File: src/rtl/booth_mul_seq.sv
// Sequential radix-2 Booth multiplier: WIDTH+1 Booth steps over (WIDTH+1)-bit
// extended operands, full 2*WIDTH-bit product, valid/ready in and out, abort.
module booth_mul_seq #(
  parameter int WIDTH = 32
) (
  input  logic             clk,
  input  logic             rst_n,
  input  logic             in_valid,
  output logic             in_ready,
  input  logic             is_signed,
  input  logic [WIDTH-1:0] x,
  input  logic [WIDTH-1:0] y,
  input  logic             abort,
  output logic             out_valid,
  input  logic             out_ready,
  output logic [WIDTH-1:0] z_lo,
  output logic [WIDTH-1:0] z_hi,
  output logic [1:0]       dbg_state
);

  // Handshake: a transfer happens on a rising edge where valid and ready are
  // both high; out_valid stays high with stable data until out_ready is seen.

  localparam int AW = 2 * WIDTH + 3;
  localparam int CW = $clog2(WIDTH + 2);
  localparam logic [CW-1:0] LAST = CW'(WIDTH + 1);

  typedef enum logic [1:0] {
    S_IDLE = 2'd0,
    S_RUN  = 2'd1,
    S_DONE = 2'd2
  } state_t;

  state_t           state_q, state_d;
  logic [CW-1:0]    cnt_q, cnt_d;
  logic [WIDTH:0]   m_q, m_d;
  logic [AW-1:0]    acc_q, acc_d;
  logic [WIDTH-1:0] zlo_q, zlo_d, zhi_q, zhi_d;

  logic [WIDTH:0]   x_ext, y_ext, a_cur, a_new;
  logic [AW-1:0]    acc_step;

  assign x_ext = {is_signed & x[WIDTH-1], x};
  assign y_ext = {is_signed & y[WIDTH-1], y};
  assign a_cur = acc_q[AW-1:WIDTH+2];

  // acc_q = {A, Q, q_-1}; one Booth step then arithmetic shift right by one.
  always_comb begin
    a_new = a_cur;
    case (acc_q[1:0])
      2'b10:   a_new = a_cur - m_q;
      2'b01:   a_new = a_cur + m_q;
      default: a_new = a_cur;
    endcase
    acc_step = {a_new[WIDTH], a_new, acc_q[WIDTH+1:1]};
  end

  always_comb begin
    state_d = state_q;
    cnt_d   = cnt_q;
    m_d     = m_q;
    acc_d   = acc_q;
    zlo_d   = zlo_q;
    zhi_d   = zhi_q;
    if (abort) begin
      state_d = S_IDLE;
      cnt_d   = '0;
      m_d     = '0;
      acc_d   = '0;
      zlo_d   = '0;
      zhi_d   = '0;
    end else begin
      case (state_q)
        S_IDLE: begin
          if (in_valid) begin
            state_d = S_RUN;
            cnt_d   = '0;
            m_d     = y_ext;
            acc_d   = {{(WIDTH+1){1'b0}}, x_ext, 1'b0};
          end
        end
        S_RUN: begin
          // Counts 0..WIDTH are Booth steps; the extra count publishes the product.
          if (cnt_q == LAST) begin
            state_d = S_DONE;
            zlo_d   = acc_q[WIDTH:1];
            zhi_d   = acc_q[2*WIDTH:WIDTH+1];
          end else begin
            acc_d = acc_step;
            cnt_d = cnt_q + CW'(1);
          end
        end
        S_DONE: begin
          if (out_ready) begin
            state_d = S_IDLE;
            cnt_d   = '0;
          end
        end
        default: state_d = S_IDLE;
      endcase
    end
  end

  always_ff @(posedge clk or negedge rst_n) begin
    if (!rst_n) begin
      state_q <= S_IDLE;
      cnt_q   <= '0;
      m_q     <= '0;
      acc_q   <= '0;
      zlo_q   <= '0;
      zhi_q   <= '0;
    end else begin
      state_q <= state_d;
      cnt_q   <= cnt_d;
      m_q     <= m_d;
      acc_q   <= acc_d;
      zlo_q   <= zlo_d;
      zhi_q   <= zhi_d;
    end
  end

  assign in_ready  = (state_q == S_IDLE) && rst_n;
  assign out_valid = (state_q == S_DONE);
  assign z_lo      = zlo_q;
  assign z_hi      = zhi_q;
  assign dbg_state = state_q;

endmodule
File: config.mk
export PLATFORM = sky130hd
export DESIGN_NAME = booth_mul_seq
export DESIGN_NICKNAME = d
export VERILOG_FILES = /design/src/rtl/booth_mul_seq.sv
export SDC_FILE = /design/constraint.sdc
export NUM_CORES = 1
export LEC_CHECK = 0
export ABC_CLOCK_PERIOD_IN_PS = 5600
export CORE_ASPECT_RATIO = 0.6
export CORE_MARGIN = 2
export CORE_UTILIZATION = 40
export CTS_CLUSTER_DIAMETER = 200
export DETAILED_ROUTE_END_ITERATION = 10
export GPL_ROUTABILITY_DRIVEN = 0
export SYNTH_ARGS = -nofsm -noshare
export SYNTH_HDL_FRONTEND = slang
export SYNTH_SLANG_ARGS = --single-unit
export TNS_END_PERCENT = 50
File: constraint.sdc
create_clock -name clk -period 5.6 [get_ports clk]
set_clock_uncertainty 0.05 [all_clocks]
set_input_delay 1.12 -clock clk [delete_from_list [all_inputs] [get_ports clk]]
set_output_delay 1.12 -clock clk [all_outputs]
set_load 0.01 [all_outputs]
**Run 1: the clock network**

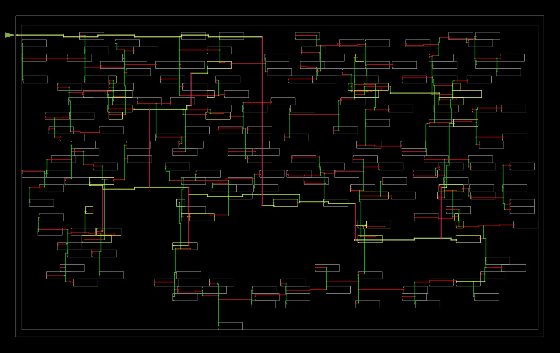
registers: 171
Sink Count: 171
cts bufs inserted: 17

**Run 1: local utilization**

(2 px per um) 20 x 12 tiles, from black (low) to pale yellow (high), 0 to 100% covered.
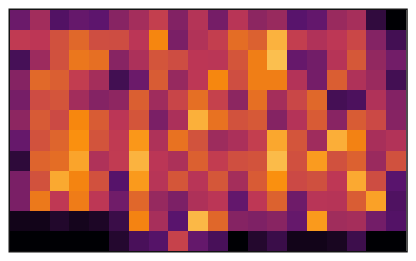
7.5% of the tiles are over 75% full. The fullest tile reaches 86%. 3.7% of the tiles are nearly empty. The emptiest ninth of the die: lower left.

**Run 1: clock network drawn from the DEF**

(4 px per um)
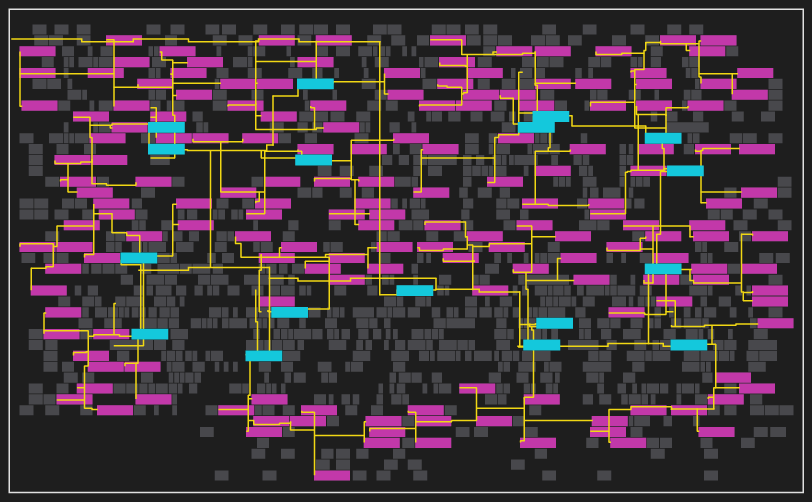
cells driving clock nets: shown in cyan, count 17. flip-flops: shown in magenta, count 171. clock wires: shown in yellow, length 2430 um.
Position of the flops: all over the die. There are 18 routed clock nets.

**Run 1: placement by cell class**

(2 px per um) Fill, decap, tap and diode cells in grey.
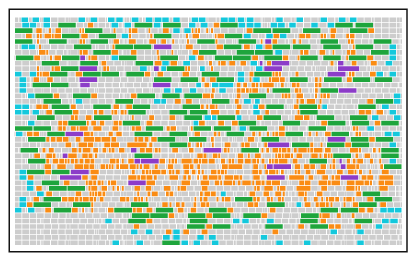
all other logic: shown in orange, cells 667. flip-flops: shown in green, cells 171. clock drivers and dummy loads: shown in purple, cells 32. other buffers and delay cells: shown in cyan, cells 150.

==> results.toml, run 1 <==
# implementation run metrics
[outcome]
status = "finished, final reports clean"

[clocking]
clk_latency_ns = 0.44
cts_root_buf = "clkbuf_16"
cts_resized = 0
cts_tree = "built"
cts_buffer_depth = 2
hold_buffers = 0
cts_setup_buffers = 0

[critical_path]
crit_required_ns = 5.85
r2r-start = "m_q[11]$_DFFE_PN0P_"
crit_fanout = 6
end_kind = "flip-flop"
startpoint = "m_q[11]$_DFFE_PN0P_"
critPathLaunchType = "flip-flop"
arrival_ns = 4.60
path_class = "reg -> reg"

[synthesis]
flop_cell = "dfrtp_1"
fa_ha_area_share_pct = 5.20
fp_nets = 999
simple_gate_area_share_pct = 10.6
edf_count = 0
yosys_warnings = 0
ys_async_sr_fraction_pct = 100
synth-compound-area-share_pct = 27.3
numSynthFlops = 171
syn_inst = 892
syn_avg_cell_area_um2 = 10.1
synth.largest_area_cell = "dfrtp_1"
synth_top_area_share_pct = 47.3
ys_area_mm2 = 0.00904
synth_area_mm2 = 0.00904
synth_cell_types = 66
muxShareOfSynthArea_pct = 0.581
logic_family = "AND-OR/OR-AND gates"
yosysMostFrequentCell = "dfrtp_1"
xor_area_share_pct = 5.81
ys_cells = 892
synth-seq-area-share_pct = 47.3
netlist_top_cells_count = "dfrtp_1 (171), a22o_1 (105), nand2_1 (79), nor2_1 (74), o21ai_0 (60)"
synth.area.top_cells = "dfrtp_1 (47%), a22o_1 (10%), ha_1 (5.0%)"

[grt]
overflow = 0
grt_pass1_wl_um = 41000
antenna_found_initial = 0
grtUsageTotal_pct = 22.2

[cells_and_area]
nets = 1114
final_cell_count_no_fill = 1328
area_growth_pct = 25.5
diodes = 0
final_core_util_pct = 51.3
drive_gt1_share_pct = 6.86
n_fill_cell = 2017

[placed_design]
hpwl_um = 17600
dp.cells = 1296
preCtsSetupSlack_ns = 1.31
port_buffers = 137

[floorplanning]
fp_util_pct = 40.9
chip_area_mm2 = 0.0239
coreArea_mm2 = 0.0221
std_cell_rows = 42
die_h_um = 120
io_pins = 138
dieWidth_um = 198

[flow_run]
max_cap_violations = 0
warnings = 29

[final_timing]
relSlewSlack_pct = 30.4
finalClockPeriodUsage_pct = 77.7
fmax_mhz = 230
rsz0062_at_grt = "false"
setup_tns_ns = 0
hold_violations = 0
worst_pin_slew_ns = 1.03
slew_violations = 0
setup_viol = 0
fin_crit_ns = 4.35

[power_and_ir_drop]
power_leakage_nw = 5.14
vdd_ir_drop_max_mv = 0.219
power.density_mw_per_mm2 = 314

[min_path]
min_path_type = "reg -> reg"
holdCritStartpoint = "cnt_q[5]$_DFFE_PN0P_"

[route]
wl_um = 25200
drc = 0
drt-initial-drc-count = 395
viasPerCell = 5.53
drt-wirelength-per-cell_um = 19.0
vias = 7342
postRouteAntennaNets = 0
==> run 1: power breakdown <==
group | switching [W] | leakage [nW] | internal, W
Sequential | 0.0000753 | 2.34 | 0.00130
Combinational | 0.000543 | 2.52 | 0.000402
Clock | 0.000529 | 0.286 | 0.000717
==> run 1: cells in the final DEF (no fill, tap or decap), types with 12 or more instances in the layout <==
master           Yosys  final
a22o_1             105    105
a22oi_1             23     23
clkdlybuf4s50_1      0    136
ha_1                36     36
a21o_1              18     18
o21ai_0             60     60
clkbuf_16            0     17
inv_1               23     23
nor2_1              74     70
xor2_1              32     32
nand2_1             79     79
a221o_1             18     18
a21oi_1             39     37
buf_4                0     12
dfrtp_1            171    171
nor3_1              15     15
xnor2_1             28     28
==> run 1: worst paths after layout <==
kind | endpoint | slack (ns) | cells after the start
setup / recovery | acc_q[64]$_DFFE_PN0P_ | 1.25 | 13
hold / removal | cnt_q[5]$_DFFE_PN0P_ | 0.43 | 1
setup reg to reg | acc_q[64]$_DFFE_PN0P_ | 1.25 | 13
hold reg to reg | cnt_q[5]$_DFFE_PN0P_ | 0.43 | 1
max in group asynchronous | z_hi[1]$_DFFE_PN0P_ | 3.90 | 2
min in group asynchronous | m_q[2]$_DFFE_PN0P_ | 0.56 | 1
==> run 1: stage by stage <==
stage	total power [W]	cell area, um^2	hold WS, ns
final	0.00356	11300	0.433
after global routing	0.00376	11300	0.463
after CTS	0.00358	11300	0.440
after detailed placement	0.00233	10700	0.427
after global placement	0.00233	10700	0.424
after floorplan	0.00206	9040	0.393
==> run 1: critical path, cell delays in order, from the launching register on <==
cell,delay (ns)
dfrtp_1,0.41
nor4_1,0.90
and3_1,0.38
a21oi_1,0.11
xor2_1,0.14
ha_1,0.37
a21oi_1,0.25
o211ai_1,0.16
a221oi_1,0.45
o41ai_4,0.20
a221o_2,0.42
o221ai_2,0.15
xor2_1,0.16
o21ai_1,0.07
==> run 1: layer usage <==
layer	routed length [um]	GRT usage, %	vias to the layer above	share of wire (%)
met5	0	0	-	0
met4	215	5.22	0	0.85
met3	1130	4.55	21	4.5
met2	10700	31.8	160	42
met1	13200	34.0	3620	52
li1	-	-	3541	-
==> run 1: cells by family after synthesis <==
logic type	count (synthesis)
compound gates	328
simple gates	214
flops	171
buf+inv	77
xor+xnor	60
fa+ha+maj	37
mux	5
==> run 1: sequential cells by signal, indices dropped and copies added (netlist names) <==
signal,flops
z_lo,32
z_hi,32
acc_q,66
m_q,33
dbg_state,2
cnt_q,6
==> run 1: cell type report <==
type | instances | area, um^2 | share of cell area, %
Clock buffer | 19 | 443 | 3.90
Sequential cell | 171 | 4280 | 37.7
Timing Repair Buffer | 150 | 1480 | 13.1
Inverter | 23 | 86.3 | 0.761
Tap cell | 308 | 385 | 3.40
Clock inverter | 13 | 169 | 1.49
Multi-Input combinational cell | 644 | 4500 | 39.7
**Run 1: zoomed window**

Window x 87 to 112, y 48 to 73 um. Cells in grey, sequential cells in the stronger grey; small squares are vias.
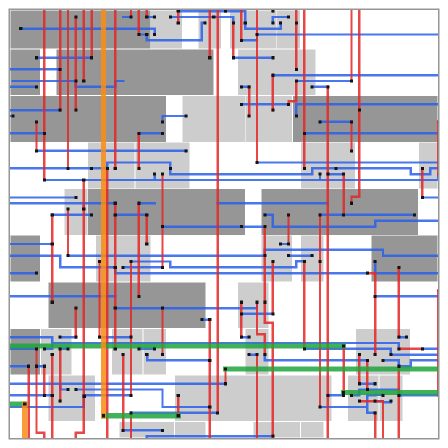

==> inputs of run 2 (changes only) <==
Settings changed: ABC_CLOCK_PERIOD_IN_PS 5600 to 3900.
Clock period 5.6 ns to 3.9 ns, I/O delays scaled along.
**Run 2: zoomed window**

Window x 87 to 112, y 48 to 73 um. Cells in grey, sequential cells in the stronger grey; small squares are vias.
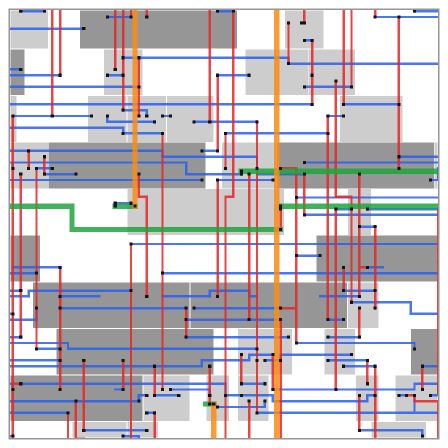
met3: shown in green. met2: shown in red. met1: shown in blue. met4: shown in orange.
Most frequent: dfrtp_1 (8), a22o_1 (4), clkdlybuf4s50_1 (3). Netlist names of flops here include `acc_q` (5), `z_hi` (3). 29 logic cells have their middle in the window. Sequential cells in the window: 8.

**Run 2: placement by cell class**

(2 px per um) Fill, decap, tap and diode cells in grey.
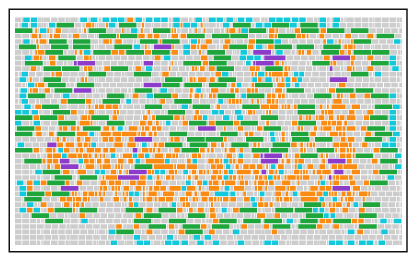
all other logic: shown in orange, cells 667. flip-flops: shown in green, cells 171. other buffers and delay cells: shown in cyan, cells 207. clock drivers and dummy loads: shown in purple, cells 30.

==> results.toml, run 2 <==
# implementation run metrics
[grt]
grtUsageTotal_pct = 22.5
busiest_layer = "met1"
grt_use_met2_pct = 31.4
antenna_found_initial = 0

[critical_path]
crit_required_ns = 4.17
worstReg2RegEnd = "acc_q[54]$_DFFE_PN0P_"
ff2ff_setup_slack_ns = -0.0002

[placed_design]
dpl_cell_area_mm2 = 0.0111
dp.cells = 1342

[clocking]
hold_buffers = 0
cts_tree = "built"

[power_and_ir_drop]
vdd_ir_drop_max_mv = 0.310
power.density_mw_per_mm2 = 449

[synthesis]
syn_inst = 892
ys_async_sr_fraction_pct = 100
flop_cell = "dfrtp_1"
synth_cell_types = 66
edf_count = 0
numSynthFlops = 171
netlist_top_cells_count = "dfrtp_1 (171), a22o_1 (105), nand2_1 (79), nor2_1 (74), o21ai_0 (60)"
yosys_warnings = 0
ys_cells = 892
syn_avg_cell_area_um2 = 10.1
synth_top_area_share_pct = 47.3

[cells_and_area]
top_regs = "acc_q (66), m_q (33)"
final_cell_count_no_fill = 1383
top_register = "acc_q"

[flow_run]
max_cap_violations = 0

[outcome]
status = "finished, violations left"
failed_checks = "negative setup slack"

[final_timing]
rsz0062_at_grt = "true"
slew_violations = 0
setup_viol = 1
relSlewSlack_pct = 52.9
finalClockPeriodUsage_pct = 100
setup_slack_ns = -0.000213

[floorplanning]
std_cell_rows = 42
fp_util_pct = 40.9
coreArea_mm2 = 0.0221
chip_area_mm2 = 0.0239
dieWidth_um = 198

[route]
drc = 0
viasPerCell = 5.51
**Run 2: the clock network**

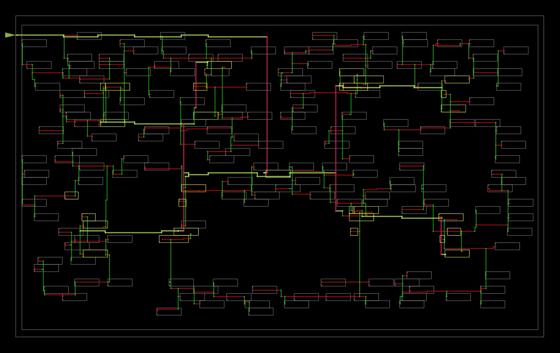
Latency at later pin: 0.43 ns
CLK BUF: 23
P_clk: 0.00170 W

[run 2: power breakdown]
| part | switching (W) | total [W] | leakage, nW | internal [W] |
|---|---|---|---|---|
| clock | 0.000697 | 0.00170 | 0.281 | 0.00100 |
| combinational | 0.000884 | 0.00167 | 2.82 | 0.000784 |
| sequential | 0.000108 | 0.00197 | 2.34 | 0.00186 |
| total | 0.00169 | 0.00534 | 5.43 | 0.00365 |
[run 2: timing repair]
item / 4_1_cts / 5_1_grt
gates cloned: 0 / 0
pin swaps: 1 / 31
gates resized: 4 / 36
setup buffers: 1 / 11
hold endpoints to repair: 0 / 0
endpoints found under the setup margin: 8 / 14
[run 2: how the worst max path moves through the flow]
stage | startpoint | end | slack (ns) | depth (start not counted)
detailed placement | m_q[6]$_DFFE_PN0P_ | acc_q[64]$_DFFE_PN0P_ | -0.22 | 14
floorplan | m_q[5]$_DFFE_PN0P_ | acc_q[64]$_DFFE_PN0P_ | 0.04 | 15
global route | m_q[4]$_DFFE_PN0P_ | acc_q[65]$_DFFE_PN0P_ | -0.11 | 15
finish | m_q[4]$_DFFE_PN0P_ | acc_q[54]$_DFFE_PN0P_ | -0.0002 | 15
CTS | m_q[6]$_DFFE_PN0P_ | acc_q[65]$_DFFE_PN0P_ | 0.008 | 15
global placement | m_q[6]$_DFFE_PN0P_ | acc_q[64]$_DFFE_PN0P_ | -0.11 | 15
[run 2: through the flow]
stage	TNS [ns]	util [%]
final	-0.000213	53.8
after global routing	-0.730	53.8
after CTS	0	52.8
after detailed placement	-0.876	50.1
after global placement	-0.241	50.1
after floorplan	0	-
[run 2: logic make-up (layout without fill, tap and decap cells)]
| kind of cell | count (synthesis) | after routing | share of synthesized area (%) |
|---|---|---|---|
| muxes | 5 | 5 | 0.581 |
| adders and majority gates | 37 | 37 | 5.20 |
| xor gates and xnor gates | 60 | 60 | 5.81 |
| DFF | 171 | 171 | 47.3 |
| and+or+nand+nor | 214 | 214 | 10.6 |
| buffers and inverters | 77 | 260 | 3.21 |
| AOI/OAI and AO/OA | 328 | 328 | 27.3 |
[run 2: area by class of cell]
cell class / count / area (um^2)
Fill cell: 2011 / 10200
Clock inverter: 7 / 90.1
Timing Repair Buffer: 207 / 1910
Tap cell: 308 / 385
Inverter: 23 / 86.3
Clock buffer: 23 / 488
Sequential cell: 171 / 4280
Multi-Input combinational cell: 644 / 4660
[run 2: worst max-delay path, stage by stage, from the launching register on]
cell	delay, ns
dfrtp_1	0.38
or4_4	0.58
nor4b_4	0.31
buf_4	0.19
nor2_1	0.06
xnor2_1	0.13
ha_1	0.33
nand2_1	0.10
o21ai_2	0.08
o31a_1	0.27
a211oi_4	0.34
o21bai_1	0.16
a221oi_2	0.32
o21ai_1	0.12
xor2_1	0.16
a21o_1	0.19
[run 2: layer usage]
layer | wire length, um | up-vias
li1 | - | 3662
met1 | 13600 | 3784
met2 | 10800 | 155
met3 | 945 | 22
met4 | 336 | 0
met5 | 0 | -
Power figures rest on the tool's default switching activity, not on a simulated workload.
